### src/rtl/data_mem_ctrl_pkg.sv
// Shared load/store codes, FSM state encoding and lane helpers for the data memory controller.
// Also imported by control_unit so both sides agree on MR_*/MW_* encodings.
package data_mem_ctrl_pkg;

  typedef enum logic [2:0] {
    NO_R   = 3'b000,
    MR_LB  = 3'b001,
    MR_LH  = 3'b010,
    MR_LW  = 3'b011,
    MR_LBU = 3'b100,
    MR_LHU = 3'b101
  } mem_read_e;

  typedef enum logic [1:0] {
    NO_W  = 2'b00,
    MW_SB = 2'b01,
    MW_SH = 2'b10,
    MW_SW = 2'b11
  } mem_write_e;

  typedef enum logic [1:0] {
    IDLE   = 2'b00,
    ACCESS = 2'b01,
    DONE   = 2'b10
  } state_e;

  typedef enum logic [1:0] {
    SZ_BYTE = 2'b00,
    SZ_HALF = 2'b01,
    SZ_WORD = 2'b10
  } size_e;

  // Codes 110/111 have no meaning and fold to "no load".
  function automatic mem_read_e norm_read(input logic [2:0] code);
    case (code)
      3'b001, 3'b010, 3'b011, 3'b100, 3'b101: norm_read = mem_read_e'(code);
      default:                                norm_read = NO_R;
    endcase
  endfunction

  function automatic size_e read_size(input mem_read_e code);
    case (code)
      MR_LB, MR_LBU: read_size = SZ_BYTE;
      MR_LH, MR_LHU: read_size = SZ_HALF;
      default:       read_size = SZ_WORD;
    endcase
  endfunction

  function automatic size_e write_size(input logic [1:0] code);
    case (code)
      MW_SB:   write_size = SZ_BYTE;
      MW_SH:   write_size = SZ_HALF;
      default: write_size = SZ_WORD;
    endcase
  endfunction

  function automatic logic [3:0] lane_mask(input size_e sz, input logic [1:0] off);
    case (sz)
      SZ_BYTE: lane_mask = 4'b0001 << off;
      SZ_HALF: lane_mask = 4'b0011 << off;
      default: lane_mask = 4'b1111;
    endcase
  endfunction

  function automatic logic [31:0] replicate(input size_e sz, input logic [31:0] d);
    case (sz)
      SZ_BYTE: replicate = {4{d[7:0]}};
      SZ_HALF: replicate = {2{d[15:0]}};
      default: replicate = d;
    endcase
  endfunction

endpackage

### src/rtl/data_mem_ctrl_if.sv
// Word-wide backing-memory bus: request held until a single-cycle ack returns read data.
interface data_mem_ctrl_if;
  logic        req;
  logic        we;
  logic [31:0] addr;
  logic [3:0]  be;
  logic [31:0] wdata;
  logic [31:0] rdata;
  logic        ack;

  modport master (output req, we, addr, be, wdata, input rdata, ack);
  modport slave  (input req, we, addr, be, wdata, output rdata, ack);
endinterface

### src/rtl/data_mem_ctrl_load_formatter.sv
// Combinational lane select and sign/zero extension of a loaded word.
module data_mem_ctrl_load_formatter
  import data_mem_ctrl_pkg::*;
(
  input  mem_read_e   rcode,
  input  logic [1:0]  offset,
  input  logic [31:0] word,
  output logic [31:0] data
);

  logic [7:0]  byte_sel;
  logic [15:0] half_sel;

  always_comb begin
    case (offset)
      2'd0:    byte_sel = word[7:0];
      2'd1:    byte_sel = word[15:8];
      2'd2:    byte_sel = word[23:16];
      default: byte_sel = word[31:24];
    endcase
    half_sel = offset[1] ? word[31:16] : word[15:0];

    case (rcode)
      MR_LB:   data = {{24{byte_sel[7]}}, byte_sel};
      MR_LH:   data = {{16{half_sel[15]}}, half_sel};
      MR_LW:   data = word;
      MR_LBU:  data = {24'd0, byte_sel};
      MR_LHU:  data = {16'd0, half_sel};
      default: data = '0;
    endcase
  end

endmodule

### src/rtl/data_mem_ctrl.sv
// Data memory controller: latches a load/store, drives one memory access, returns formatted load data;
// min 3 cycles (IDLE/ACCESS/DONE), stalls the pipeline via busy_wait; DATA_MEM_MISALIGN_EN traps misaligned access.
module data_mem_ctrl
  import data_mem_ctrl_pkg::*;
(
  input  logic                  clk,
  input  logic                  reset,
  input  logic [2:0]            mem_read,
  input  logic [1:0]            mem_write,
  input  logic [31:0]           address,
  input  logic [31:0]           write_data,
  output logic [31:0]           read_data,
  output logic                  busy_wait,
  output logic                  misalign,
  data_mem_ctrl_if.master       mem
);

  state_e      state, state_nxt;
  mem_read_e   rcode_n;
  logic        is_store;
  logic        req_vld;
  size_e       req_size;
  logic [31:0] addr_fix;
  logic        go_mis;

  logic [31:0] lat_addr;
  logic [3:0]  lat_be;
  logic        lat_we;
  logic [31:0] lat_wdata;
  mem_read_e   lat_rcode;
  logic        lat_clear;
  logic [31:0] fmt_data;

  always_comb begin
    rcode_n  = norm_read(mem_read);
    is_store = (mem_write != NO_W);
    req_vld  = is_store || (rcode_n != NO_R);
    req_size = is_store ? write_size(mem_write) : read_size(rcode_n);
    // Offending low bits are dropped so lane selection always sees a natural alignment.
    addr_fix = address;
    case (req_size)
      SZ_HALF: addr_fix[0]   = 1'b0;
      SZ_WORD: addr_fix[1:0] = 2'b00;
      default: ;
    endcase
  end

`ifdef DATA_MEM_MISALIGN_EN
  assign go_mis = ((req_size == SZ_HALF) && address[0]) ||
                  ((req_size == SZ_WORD) && (address[1:0] != 2'b00));
`else
  assign go_mis = 1'b0;
`endif

  always_ff @(posedge clk) begin
    if (reset) state <= IDLE;
    else       state <= state_nxt;
  end

  always_comb begin
    state_nxt = state;
    busy_wait = 1'b0;
    case (state)
      IDLE: begin
        if (req_vld) begin
          busy_wait = 1'b1;
          state_nxt = go_mis ? DONE : ACCESS;
        end
      end
      ACCESS: begin
        busy_wait = 1'b1;
        if (mem.ack) state_nxt = DONE;
      end
      DONE:    state_nxt = IDLE;
      default: state_nxt = IDLE;
    endcase
    if (reset) busy_wait = 1'b0;
  end

  always_ff @(posedge clk) begin
    if (reset) begin
      lat_addr  <= '0;
      lat_be    <= '0;
      lat_we    <= 1'b0;
      lat_wdata <= '0;
      lat_rcode <= NO_R;
      lat_clear <= 1'b0;
      read_data <= '0;
    end else begin
      if ((state == IDLE) && req_vld) begin
        lat_addr  <= addr_fix;
        lat_be    <= lane_mask(req_size, addr_fix[1:0]);
        lat_we    <= is_store;
        lat_wdata <= is_store ? replicate(req_size, write_data) : '0;
        lat_rcode <= is_store ? NO_R : rcode_n;
        lat_clear <= is_store && (rcode_n != NO_R);
        if (go_mis) read_data <= '0;
      end
      // Pure stores leave the last load result in place; a combined load+store clears it.
      if ((state == ACCESS) && mem.ack) begin
        if (!lat_we)        read_data <= fmt_data;
        else if (lat_clear) read_data <= '0;
      end
    end
  end

`ifdef DATA_MEM_MISALIGN_EN
  logic mis_flag;

  always_ff @(posedge clk) begin
    if (reset)                            mis_flag <= 1'b0;
    else if ((state == IDLE) && req_vld)  mis_flag <= go_mis;
  end

  assign misalign = (state == DONE) && mis_flag;
`else
  assign misalign = 1'b0;
`endif

  data_mem_ctrl_load_formatter u_load_formatter (
    .rcode  (lat_rcode),
    .offset (lat_addr[1:0]),
    .word   (mem.rdata),
    .data   (fmt_data)
  );

  assign mem.req   = (state == ACCESS);
  assign mem.we    = (state == ACCESS) && lat_we;
  assign mem.addr  = (state == ACCESS) ? {lat_addr[31:2], 2'b00} : '0;
  assign mem.be    = (state == ACCESS) ? lat_be : '0;
  assign mem.wdata = (state == ACCESS) ? lat_wdata : '0;

endmodule

### src/flat_wrapper.sv
// flat-port wrapper written by rule: the top's interface ports become plain ports
module data_mem_ctrl_flat import data_mem_ctrl_pkg::*;
  (clk, reset, mem_read, mem_write, address, write_data, read_data, busy_wait, misalign, mem_req, mem_we, mem_addr, mem_be, mem_wdata, mem_rdata, mem_ack);
  data_mem_ctrl_if mem_i ();
  input  logic clk;
  input  logic reset;
  input  logic [2:0] mem_read;
  input  logic [1:0] mem_write;
  input  logic [31:0] address;
  input  logic [31:0] write_data;
  output logic [31:0] read_data;
  output logic busy_wait;
  output logic misalign;
  output wire logic [$bits(mem_i.req)-1:0] mem_req;
  output wire logic [$bits(mem_i.we)-1:0] mem_we;
  output wire logic [$bits(mem_i.addr)-1:0] mem_addr;
  output wire logic [$bits(mem_i.be)-1:0] mem_be;
  output wire logic [$bits(mem_i.wdata)-1:0] mem_wdata;
  input wire logic [$bits(mem_i.rdata)-1:0] mem_rdata;
  input wire logic [$bits(mem_i.ack)-1:0] mem_ack;
  assign mem_req = mem_i.req;
  assign mem_we = mem_i.we;
  assign mem_addr = mem_i.addr;
  assign mem_be = mem_i.be;
  assign mem_wdata = mem_i.wdata;
  assign mem_i.rdata = mem_rdata;
  assign mem_i.ack = mem_ack;
  data_mem_ctrl u_core (.clk(clk), .reset(reset), .mem_read(mem_read), .mem_write(mem_write), .address(address), .write_data(write_data), .read_data(read_data), .busy_wait(busy_wait), .misalign(misalign), .mem(mem_i));
endmodule
### config.mk
export PLATFORM = sky130hd
export DESIGN_NAME = data_mem_ctrl_flat
export DESIGN_NICKNAME = d
export VERILOG_FILES = /design/src/rtl/data_mem_ctrl_pkg.sv /design/src/rtl/data_mem_ctrl_if.sv /design/src/rtl/data_mem_ctrl_load_formatter.sv /design/src/rtl/data_mem_ctrl.sv /design/src/flat_wrapper.sv
export SDC_FILE = /design/constraint.sdc
export NUM_CORES = 1
export LEC_CHECK = 0
export CAP_MARGIN = 10
export CORE_MARGIN = 3
export CORE_UTILIZATION = 30
export CTS_CLUSTER_DIAMETER = 200
export CTS_CLUSTER_SIZE = 14
export DETAILED_ROUTE_END_ITERATION = 10
export PLACE_DENSITY = 0.55
export SLEW_MARGIN = 20
export SYNTH_ARGS = -nofsm -noshare
export SYNTH_HDL_FRONTEND = slang
export SYNTH_HIERARCHICAL = 1
export SYNTH_SLANG_ARGS = --single-unit
### constraint.sdc
create_clock -name clk -period 3.2 [get_ports clk]
set_clock_uncertainty 0.1 [all_clocks]
set_input_delay 0.32 -clock clk [delete_from_list [all_inputs] [get_ports clk]]
set_output_delay 0.32 -clock clk [all_outputs]
set_load 0.01 [all_outputs]
clocks.png
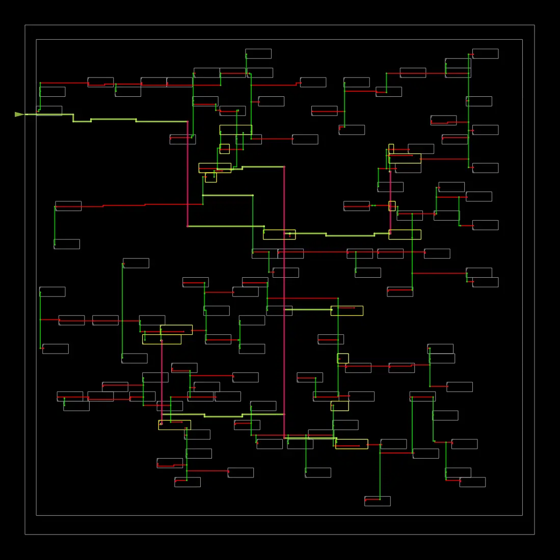
clk ins delay skew pair: 0.35 ns
power in the clock group: 1.17 mW

logic_types.png
Bar = 50 µm.
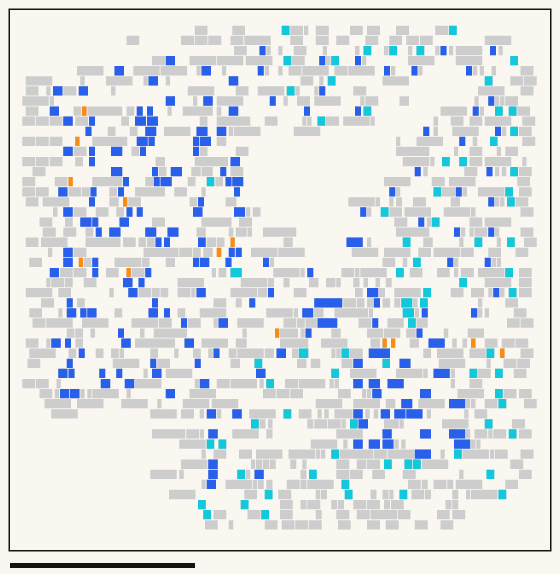
blue -> aoi and oai cells  # cells 186
orange -> inv cells  # cells 13
cyan -> and/or cells  # cells 75

io_placement.png
Pins as bars across the die edge, other pins in gray.
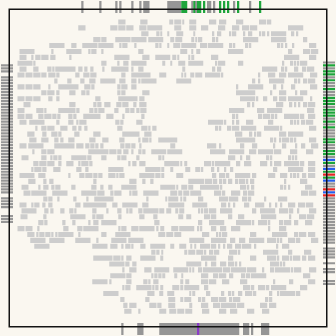
purple -> reset  # pins 1, direction input, edge bottom
green -> mem_addr  # pins 32, direction output, edge 20 right, 12 top
red -> mem_read  # pins 3, direction input, edge right
blue -> mem_be  # pins 4, direction output, edge right

==> impl_metrics.env <==
# flow metrics
export IMPL_busiest_layer="met2"
export IMPL_yosysUniqueCellTypes=56
export IMPL_clock_fmax_mhz=358
export IMPL_use_met1_pct=25.0
export IMPL_path_max_fanout=30
export IMPL_gr_total_overflow=0
export IMPL_maxUsedRoutingLayer="met4"
export IMPL_cts_made_buffers=9
export IMPL_n_fill_cell=1932
export IMPL_antenna_found_initial=0
export IMPL_drt_pass1_iter_count=5
export IMPL_worst_setup_path_start_kind="flip-flop"
export IMPL_num_vias=5755
export IMPL_dp_hpwl_um=14200
export IMPL_cts_resized=0
export IMPL_drt_iter0_drc=422
export IMPL_final_setup_tns_ns=0
export IMPL_ys_ff=107
export IMPL_root_buffer="clkbuf_16"
export IMPL_p_sw_share_pct=29.5
export IMPL_avgRoutedWirePerCell_um=17.0
export IMPL_synth_xor_area_share_pct=0.150
export IMPL_rsz0062_at_grt="false"
export IMPL_p_per_area_mw_per_mm2=415
export IMPL_yosys_warnings=6
export IMPL_status="finished clean"
export IMPL_place_congestion=0.860
export IMPL_holdPathStages=3
export IMPL_drv_cap=0
export IMPL_adder_share_pct=1.07
export IMPL_cts_tree="yes"
export IMPL_cp_top_family="buffers and inverters"
export IMPL_end_kind="primary output"
export IMPL_met3_length_um=1500
export IMPL_setup_slack_ns=0.408
export IMPL_clock_sinks=107
export IMPL_synthTopLogicFamily="simple AND/OR/NAND/NOR gates"
export IMPL_syn_area_mm2=0.00584
export IMPL_netlist_area_leader_share_pct=36.7
export IMPL_rr_worst_depth=7
export IMPL_hold_path_startpoint="reset"
export IMPL_ios=208
export IMPL_period_used_pct=87.3
export IMPL_io_buffers=204
export IMPL_htree_levels=3
export IMPL_path_class="flip-flop to primary output"
export IMPL_cpPeakStageDelay_ns=0.55
export IMPL_simple_gate_share_pct=28.0
export IMPL_min_period_ns=2.79
export IMPL_crit_path_start="u_core/state[0]"
export IMPL_cellLeakagePower_nw=3.14
export IMPL_layout_top_cell="clkdlybuf4s50_1"
export IMPL_clockBufferDepth=2
export IMPL_yosysCellCount=730
export IMPL_cp_endpoint="mem_addr[31]"
export IMPL_pwr_share_clk_pct=33.7
export IMPL_hold_buffers=0
export IMPL_path_depth=4
export IMPL_tightest_slew_ns=0.909
export IMPL_grt_pass1_wl_um=31500
export IMPL_p_sw_mw=1.02
export IMPL_routed_via_density=4.93
export IMPL_fp_dieW_um=146
export IMPL_wirelength_um=19800
export IMPL_synthArstFlopShare_pct=0
export IMPL_dpl_instance_area_mm2=0.00806
export IMPL_path_buffers=2
export IMPL_die_h_um=146
export IMPL_r2r_end="u_core/read_data[28]"
export IMPL_dp_cells=1151
export IMPL_critPathArrivalTime_ns=2.37
export IMPL_cts_clk_slew_worst_paths_ns=0.07
export IMPL_rr_startpoint="u_core/lat_rcode[2]"
export IMPL_m1WireLength_um=9370
export IMPL_power_frac_seq_pct=42.2
export IMPL_syn_mean_instance_area_um2=8.01
export IMPL_grt_max_degree=83
flops_by_reg.png
Other sequential cells in the stronger gray, the rest of the logic in the fainter gray.
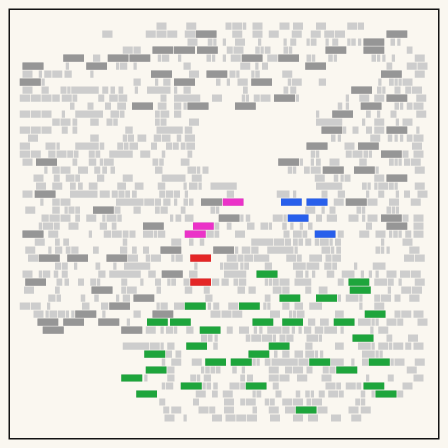
magenta -> u_core/lat_rcode  # placed flops 3
green -> u_core/lat_wdata  # placed flops 32
blue -> u_core/lat_be  # placed flops 4
red -> u_core/state  # placed flops 2
not colored = 66
final core utilization: 44.2%
Seq group: 1.47 mW
Flop area: 0.00214 mm²
sequential share of cell area: 25.6%

wires.png
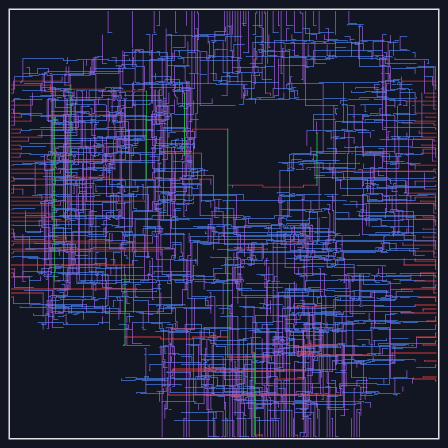
purple -> metal 2  # wire length 8540 µm
green -> metal 4  # wire length 418 µm
blue -> metal 1  # wire length 9370 µm
red -> metal 3  # wire length 1500 µm

-- power groups by stage --
stage	combinational [mW]	clock [mW]	sequential, mW
after global placement	0.836	0	1.50
after detailed placement	0.838	0	1.50
after CTS	0.842	1.21	1.47
after floorplan	0.487	0	1.48
final	0.835	1.17	1.47
after global routing	0.914	1.26	1.48
-- cell type report --
class | instances | area (µm²) | area share (%)
multi-input combinational | 546 | 3350 | 40.0
timing repair buffer | 225 | 2190 | 26.3
sequential | 107 | 2140 | 25.6
tap | 260 | 325 | 3.89
clock buffer | 11 | 243 | 2.90
clock inverter | 5 | 60.1 | 0.718
inverter | 13 | 48.8 | 0.584
No activity file was given, so power comes from the tool's default toggle rates.
